File: config.mk
export PLATFORM = sky130hd
export DESIGN_NAME = alu_arbiter_flat
export DESIGN_NICKNAME = d
export VERILOG_FILES = /design/src/rtl/alu_arbiter_pkg.sv /design/src/rtl/alu_arbiter_if.sv /design/src/rtl/alu_arbiter_rr_arbiter_2.sv /design/src/rtl/alu_arbiter.sv /design/src/flat_wrapper.sv
export SDC_FILE = /design/constraint.sdc
export NUM_CORES = 1
export LEC_CHECK = 0
export CORE_AREA = 2 2 109 111
export CTS_CLUSTER_SIZE = 25
export DETAILED_ROUTE_END_ITERATION = 16
export DIE_AREA = 0 0 111 113
export GPL_TIMING_DRIVEN = 0
export PLACE_DENSITY = 0.75
export SLEW_MARGIN = 10
export SYNTH_ARGS = -nofsm -noshare
export SYNTH_HDL_FRONTEND = slang
export SYNTH_SLANG_ARGS = --single-unit
File: constraint.sdc
create_clock -name clk -period 10 [get_ports clk]
set_input_delay 1.5 -clock clk [delete_from_list [all_inputs] [get_ports clk]]
set_output_delay 1.5 -clock clk [all_outputs]
set_load 0.01 [all_outputs]
File: src/rtl/alu_arbiter_pkg.sv
// Shared ALU opcode encodings, widths and opcode classification helper for the
// ALU arbiter.
package alu_arbiter_pkg;

  localparam int DATA_WIDTH  = 32;
  localparam int ALU_OP_BITS = 4;

  // Opcodes 8..15 are undefined and yield a zero result with flags untouched.
  typedef enum logic [ALU_OP_BITS-1:0] {
    ALU_OP_ADD  = 4'd0,
    ALU_OP_SUB  = 4'd1,
    ALU_OP_MOV  = 4'd2,
    ALU_OP_AND  = 4'd3,
    ALU_OP_OR   = 4'd4,
    ALU_OP_XOR  = 4'd5,
    ALU_OP_CMP  = 4'd6,
    ALU_OP_TEST = 4'd7
  } alu_op_e;

  function automatic logic is_alu_op(input logic [ALU_OP_BITS-1:0] op);
    return op <= ALU_OP_XOR;
  endfunction

endpackage

File: src/rtl/alu_arbiter_if.sv
// Requester, ALU and response signals of the ALU arbiter; the requesters, ALU
// and consumer sit on the master side, the arbiter on the slave side.
interface alu_arbiter_if;
  import alu_arbiter_pkg::*;

  logic                   req0_valid;
  logic                   req0_ready;
  logic [ALU_OP_BITS-1:0] req0_op;
  logic [DATA_WIDTH-1:0]  req0_a;
  logic [DATA_WIDTH-1:0]  req0_b;
  logic                   req1_valid;
  logic                   req1_ready;
  logic [ALU_OP_BITS-1:0] req1_op;
  logic [DATA_WIDTH-1:0]  req1_a;
  logic [DATA_WIDTH-1:0]  req1_b;
  logic [ALU_OP_BITS-1:0] alu_op;
  logic [DATA_WIDTH-1:0]  alu_data1;
  logic [DATA_WIDTH-1:0]  alu_data2;
  logic [DATA_WIDTH-1:0]  alu_result;
  logic                   rsp_valid;
  logic                   rsp_ready;
  logic                   rsp_id;
  logic [DATA_WIDTH-1:0]  rsp_result;
  logic                   flag_zero;
  logic                   flag_less;
  logic                   flag_greater;

  modport master (
    output req0_valid, req0_op, req0_a, req0_b,
    output req1_valid, req1_op, req1_a, req1_b,
    output alu_result, rsp_ready,
    input  req0_ready, req1_ready, alu_op, alu_data1, alu_data2,
    input  rsp_valid, rsp_id, rsp_result, flag_zero, flag_less, flag_greater
  );

  modport slave (
    input  req0_valid, req0_op, req0_a, req0_b,
    input  req1_valid, req1_op, req1_a, req1_b,
    input  alu_result, rsp_ready,
    output req0_ready, req1_ready, alu_op, alu_data1, alu_data2,
    output rsp_valid, rsp_id, rsp_result, flag_zero, flag_less, flag_greater
  );

endinterface

File: src/rtl/alu_arbiter_rr_arbiter_2.sv
// Two-way round-robin arbiter: a tie goes to the requester that was not granted
// last; last_grant powers up pointing at requester 1 so requester 0 wins first.
module rr_arbiter_2 (
  input  logic       clk,
  input  logic       reset,
  input  logic [1:0] req,
  input  logic       enable,
  output logic [1:0] grant
);

  logic r_last_grant;

  always_comb begin
    // NOTE: default assignment first so no path through this block infers a latch.
    grant = 2'b00;
    if (enable) begin
      case (req)
        2'b01:   grant = 2'b01;
        2'b10:   grant = 2'b10;
        2'b11:   grant = r_last_grant ? 2'b01 : 2'b10;
        default: grant = 2'b00;
      endcase
    end
  end

  // NOTE: sequential state uses non-blocking assignments so every flop samples pre-edge values.
  always_ff @(posedge clk) begin
    if (reset) begin
      r_last_grant <= 1'b1;
    end else if (|grant) begin
      r_last_grant <= grant[1];
    end
  end

endmodule

File: src/rtl/alu_arbiter.sv
// Shares one combinational ALU between two requesters, buffers one result per
// cycle and owns the architectural zero/less/greater flags.
module alu_arbiter
  import alu_arbiter_pkg::*;
(
  input  logic         clk,
  input  logic         reset,
  alu_arbiter_if.slave bus
);

  logic                   w_can_issue;
  logic [1:0]             w_grant;
  logic                   w_xfer;
  logic [ALU_OP_BITS-1:0] w_op;
  logic [DATA_WIDTH-1:0]  w_a;
  logic [DATA_WIDTH-1:0]  w_b;

  logic                   r_rsp_valid;
  logic                   r_rsp_id;
  logic [DATA_WIDTH-1:0]  r_rsp_result;
  logic                   r_zero;
  logic                   r_less;
  logic                   r_greater;

  assign w_can_issue = !r_rsp_valid || bus.rsp_ready;

  // Gating with reset keeps both readies low during a reset cycle.
  rr_arbiter_2 u_arb (
    .clk    (clk),
    .reset  (reset),
    .req    ({bus.req1_valid, bus.req0_valid}),
    .enable (w_can_issue && !reset),
    .grant  (w_grant)
  );

  assign w_xfer = |w_grant;

  always_comb begin
    w_op = ALU_OP_MOV;
    w_a  = '0;
    w_b  = '0;
    if (w_grant[0]) begin
      w_op = bus.req0_op;
      w_a  = bus.req0_a;
      w_b  = bus.req0_b;
    end else if (w_grant[1]) begin
      w_op = bus.req1_op;
      w_a  = bus.req1_a;
      w_b  = bus.req1_b;
    end
  end

  assign bus.req0_ready   = w_grant[0];
  assign bus.req1_ready   = w_grant[1];
  assign bus.alu_op       = w_op;
  assign bus.alu_data1    = w_a;
  assign bus.alu_data2    = w_b;
  assign bus.rsp_valid    = r_rsp_valid;
  assign bus.rsp_id       = r_rsp_id;
  assign bus.rsp_result   = r_rsp_result;
  assign bus.flag_zero    = r_zero;
  assign bus.flag_less    = r_less;
  assign bus.flag_greater = r_greater;

  // Flags come from the full-width operands, never from the ALU result.
  always_ff @(posedge clk) begin
    if (reset) begin
      r_rsp_valid  <= 1'b0;
      r_rsp_id     <= 1'b0;
      r_rsp_result <= '0;
      r_zero       <= 1'b0;
      r_less       <= 1'b0;
      r_greater    <= 1'b0;
    end else if (w_xfer) begin
      r_rsp_valid  <= 1'b1;
      r_rsp_id     <= w_grant[1];
      r_rsp_result <= is_alu_op(w_op) ? bus.alu_result : '0;
      case (w_op)
        ALU_OP_CMP: begin
          r_zero    <= (w_a == w_b);
          r_less    <= (w_a < w_b);
          r_greater <= (w_a > w_b);
        end
        ALU_OP_TEST: begin
          r_zero    <= ((w_a & w_b) == '0);
          r_less    <= 1'b0;
          r_greater <= 1'b0;
        end
        default: ;
      endcase
    end else if (bus.rsp_ready) begin
      r_rsp_valid <= 1'b0;
    end
  end

endmodule

File: src/flat_wrapper.sv
// flat-port wrapper written by rule: the top's interface ports become plain ports
module alu_arbiter_flat import alu_arbiter_pkg::*;
  (clk, reset, bus_req0_valid, bus_req0_op, bus_req0_a, bus_req0_b, bus_req1_valid, bus_req1_op, bus_req1_a, bus_req1_b, bus_alu_result, bus_rsp_ready, bus_req0_ready, bus_req1_ready, bus_alu_op, bus_alu_data1, bus_alu_data2, bus_rsp_valid, bus_rsp_id, bus_rsp_result, bus_flag_zero, bus_flag_less, bus_flag_greater);
  alu_arbiter_if bus_i ();
  input  logic clk;
  input  logic reset;
  input wire logic [$bits(bus_i.req0_valid)-1:0] bus_req0_valid;
  input wire logic [$bits(bus_i.req0_op)-1:0] bus_req0_op;
  input wire logic [$bits(bus_i.req0_a)-1:0] bus_req0_a;
  input wire logic [$bits(bus_i.req0_b)-1:0] bus_req0_b;
  input wire logic [$bits(bus_i.req1_valid)-1:0] bus_req1_valid;
  input wire logic [$bits(bus_i.req1_op)-1:0] bus_req1_op;
  input wire logic [$bits(bus_i.req1_a)-1:0] bus_req1_a;
  input wire logic [$bits(bus_i.req1_b)-1:0] bus_req1_b;
  input wire logic [$bits(bus_i.alu_result)-1:0] bus_alu_result;
  input wire logic [$bits(bus_i.rsp_ready)-1:0] bus_rsp_ready;
  output wire logic [$bits(bus_i.req0_ready)-1:0] bus_req0_ready;
  output wire logic [$bits(bus_i.req1_ready)-1:0] bus_req1_ready;
  output wire logic [$bits(bus_i.alu_op)-1:0] bus_alu_op;
  output wire logic [$bits(bus_i.alu_data1)-1:0] bus_alu_data1;
  output wire logic [$bits(bus_i.alu_data2)-1:0] bus_alu_data2;
  output wire logic [$bits(bus_i.rsp_valid)-1:0] bus_rsp_valid;
  output wire logic [$bits(bus_i.rsp_id)-1:0] bus_rsp_id;
  output wire logic [$bits(bus_i.rsp_result)-1:0] bus_rsp_result;
  output wire logic [$bits(bus_i.flag_zero)-1:0] bus_flag_zero;
  output wire logic [$bits(bus_i.flag_less)-1:0] bus_flag_less;
  output wire logic [$bits(bus_i.flag_greater)-1:0] bus_flag_greater;
  assign bus_i.req0_valid = bus_req0_valid;
  assign bus_i.req0_op = bus_req0_op;
  assign bus_i.req0_a = bus_req0_a;
  assign bus_i.req0_b = bus_req0_b;
  assign bus_i.req1_valid = bus_req1_valid;
  assign bus_i.req1_op = bus_req1_op;
  assign bus_i.req1_a = bus_req1_a;
  assign bus_i.req1_b = bus_req1_b;
  assign bus_i.alu_result = bus_alu_result;
  assign bus_i.rsp_ready = bus_rsp_ready;
  assign bus_req0_ready = bus_i.req0_ready;
  assign bus_req1_ready = bus_i.req1_ready;
  assign bus_alu_op = bus_i.alu_op;
  assign bus_alu_data1 = bus_i.alu_data1;
  assign bus_alu_data2 = bus_i.alu_data2;
  assign bus_rsp_valid = bus_i.rsp_valid;
  assign bus_rsp_id = bus_i.rsp_id;
  assign bus_rsp_result = bus_i.rsp_result;
  assign bus_flag_zero = bus_i.flag_zero;
  assign bus_flag_less = bus_i.flag_less;
  assign bus_flag_greater = bus_i.flag_greater;
  alu_arbiter u_core (.clk(clk), .reset(reset), .bus(bus_i));
endmodule
==> images/class_map.png <==
Scale: 3 px per um. Fill, decap, tap and diode cells in grey.
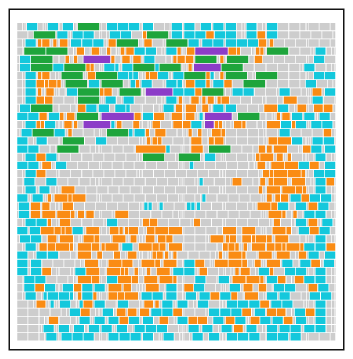
clock drivers and dummy loads: shown in purple, cells 8, share of their area 3.1%. remaining logic cells: shown in orange, cells 326, share of their area 39%. registers: shown in green, cells 38, share of their area 12%. remaining buffers and delay cells: shown in cyan, cells 304, share of their area 46%.

==> images/util_map.png <==
Scale: 2 px per um. The die is cut into 11 by 11 equal tiles; black is low, pale yellow is high, 0 to 100% covered.
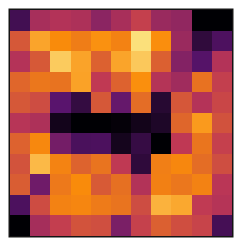
12% of the tiles are over 75% full. The fullest tile reaches 93%. The mean over all tiles is 51%. The emptiest ninth of the die: centre. 5.8% of the tiles are nearly empty.

==> images/clock_nets.png <==
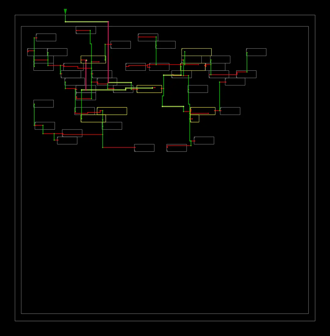
Sink Count: 38
Inserted Clock Buffers: 5
sequential cells: 38

==> images/closeup.png <==
Window x 43 to 68, y 44 to 69 um. Cells in grey, sequential cells in the stronger grey; small squares are vias.
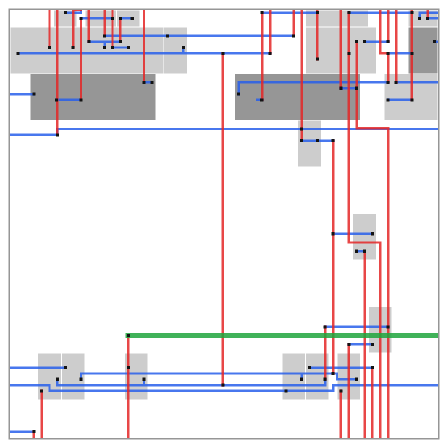
M3: shown in green. M2: shown in red. M1: shown in blue.
Sequential cells in the window: 2. Most frequent: clkbuf_1 (10), dfxtp_1 (2). Netlist names of flops here include u_core.bus.flag_zero (1), u_core.u_arb.r_last_grant (1). 15 logic cells have their middle in the window.

==> ci_impl_report.md <==
### Metrics collected by this job

| Metric | Value |
|---|---|
| Core utilization before placement | 0.2974 |
| Number of resized instances in the post-cts repair step | 0 |
| Total nets after synthesis | 626 |
| Relative slew slack | 0.5609 |
| Count of fill cells added during filler insertion | around 1.0k |
| Cell total in the yosys stat output | 389 |
| DRT met1 WL | approximately 6.2 mm |
| MI comb area | about 2300 um^2 |
| Run status | completed |
| Setup repair after global routing missed its margin | false |
| Met1 routing resource usage after global routing | 0.2852 |
| Residual antenna-violating net count after detailed routing | 0 |
| Buffers and inverters on the worst path | 4 |
| Crit Reg-Reg Startpoint | u_core.bus.rsp_valid |
| GR Overflow Total | 0 |
| Max Fanout on Critical Path | 10 |
| Post-layout period usage of the worst path | 0.6200 |
| Number of flops mapped to enable cells by yosys | 0 |
| Final routed wire length divided by cell count | between 15 and 20 um |
| Post-synthesis area per instance | ~8.6 um^2 |
| Achievable frequency | 161.3 MHz |
| Worst-margin pin slew | between 0.6 and 0.7 ns |
| Setup Buffers After CTS | 0 |
| Dominant kind of combinational cell | AND-OR/OR-AND gates |
| Detail-routed via count per cell | around 5 |
| Minimum setup slack in the final design | 3.800 ns |
| Final wirelength | between 10 and 15 mm |
| Antenna diodes | 0 |
| Critical Path End Type | primary output |
| Detail Route met3 WL | 933 um |
| Weighted congestion reported at the end of routability-driven placement | 0.9261 |
| DRC Markers | 0 |
| Number of register bits inferred by synthesis | 38 |
| Register cell area after layout | approximately 760 um^2 |
| Hold path depth | 2 |
| Grt met2 use | 0.4155 |
| Critical path launch point type | input port |
| Die Footprint | ~13,000 um^2 |
| Capturing point of the worst reg2reg path | u_core.bus.flag_less |
| M3 GR Usage | 0.04874 |
| Number of instances in the synthesized netlist | slightly below 400 |
| Power density of the placed cells | between 90 and 100 nW/um^2 |
| Most numerous cell in the Yosys netlist | sky130_fd_sc_hd__ha_1 |
| Top cells, area | sky130_fd_sc_hd__ha_1 24%, sky130_fd_sc_hd__dfxtp_1 23%, sky130_fd_sc_hd__a22o_1 13%, sky130_fd_sc_hd__a22oi_1 11%, sky130_fd_sc_hd__inv_1 4.7% |
| Final Cell Area | roughly 6500 um^2 |
| Layout cell share with drive strength beyond 1 | 0.02367 |
[worst reg2reg max path: cells and delay by family, from the launching register on]
| family | cells | cell delay, ns |
|---|---|---|
| AND-OR/OR-AND | 6 | 1.79 |
| buffers and inverters | 2 | 1.06 |
| AND/OR/NAND/NOR | 3 | 1.05 |
| flip-flops | 1 | 0.32 |
| adder cells (fa/ha/maj) | 1 | 0.27 |
[state kept, by name, summed over array words and instances, names as in the netlist]
name	count
u_core.u_arb.r_last_grant	1
u_core.bus.flag_zero	1
u_core.bus.flag_less	1
u_core.bus.rsp_result	32
u_core.bus.flag_greater	1
u_core.bus.rsp_id	1
u_core.bus.rsp_valid	1
[metrics by stage]
| stage | hold WS (ns) | total power (uW) | std cells |
|---|---|---|---|
| after detailed placement | 0.4549 | 435.5 | 811 |
| after CTS | 0.4627 | 644.3 | 819 |
| after global routing | 0.4894 | 673.6 | 819 |
| final | 0.4567 | 639.9 | 819 |
| after global placement | 0.4365 | 429.8 | 811 |
| after floorplan | 0.4759 | 278.5 | 389 |
[power by group through the flow]
| stage | logic, uW | registers, uW | clock network (uW) |
|---|---|---|---|
| final | 268 | 165 | 206 |
| after CTS | 269 | 165 | 210 |
| after global placement | 262 | 168 | 0 |
| after detailed placement | 267 | 168 | 0 |
| after floorplan | 107 | 172 | 0 |
| after global routing | 291 | 166 | 216 |
[worst max-delay path by stage]
stage,start,end,slack [ns],cells after the start
after CTS,bus_req1_valid,bus_alu_data1[29],3.78,7
after floorplan,bus_rsp_ready,u_core.bus.flag_greater,5.46,12
after detailed placement,bus_req1_valid,bus_alu_data1[29],3.80,7
after global routing,bus_req1_valid,bus_alu_data1[27],3.60,7
final,bus_req1_valid,bus_alu_data1[13],3.80,7
after global placement,bus_req1_valid,bus_alu_data1[29],3.83,7
[layout by cell type, fill, tap and decap left out, types with 2 or more instances in the layout]
cell,count
sky130_fd_sc_hd__a211o_1,2
sky130_fd_sc_hd__a21o_1,2
sky130_fd_sc_hd__a21oi_1,8
sky130_fd_sc_hd__a22o_1,50
sky130_fd_sc_hd__a22oi_1,47
sky130_fd_sc_hd__a31oi_1,2
sky130_fd_sc_hd__buf_2,3
sky130_fd_sc_hd__bufinv_16,2
sky130_fd_sc_hd__clkbuf_1,22
sky130_fd_sc_hd__clkbuf_16,5
sky130_fd_sc_hd__clkdlybuf4s50_1,279
sky130_fd_sc_hd__dfxtp_1,38
sky130_fd_sc_hd__ha_1,64
sky130_fd_sc_hd__inv_1,42
sky130_fd_sc_hd__nand2_1,8
sky130_fd_sc_hd__nand2b_1,4
sky130_fd_sc_hd__nand3b_1,3
sky130_fd_sc_hd__nand4_1,3
sky130_fd_sc_hd__nor2_1,36
sky130_fd_sc_hd__nor2b_1,9
sky130_fd_sc_hd__nor3_1,2
sky130_fd_sc_hd__nor4_1,9
sky130_fd_sc_hd__nor4b_1,3
sky130_fd_sc_hd__nor4bb_1,3
sky130_fd_sc_hd__o21ai_0,4
sky130_fd_sc_hd__o21bai_1,3
[cell type report]
cell class	instances	area share
inverters	42	0.02419
clock inverters	3	0.01056
plain buffers	25	0.01497
clock buffers	5	0.01920
repair buffers	279	0.4285
flip-flops and latches	38	0.1167
well taps	143	0.02745
multi-input cells	284	0.3584
Power and IR drop assume default switching activity.
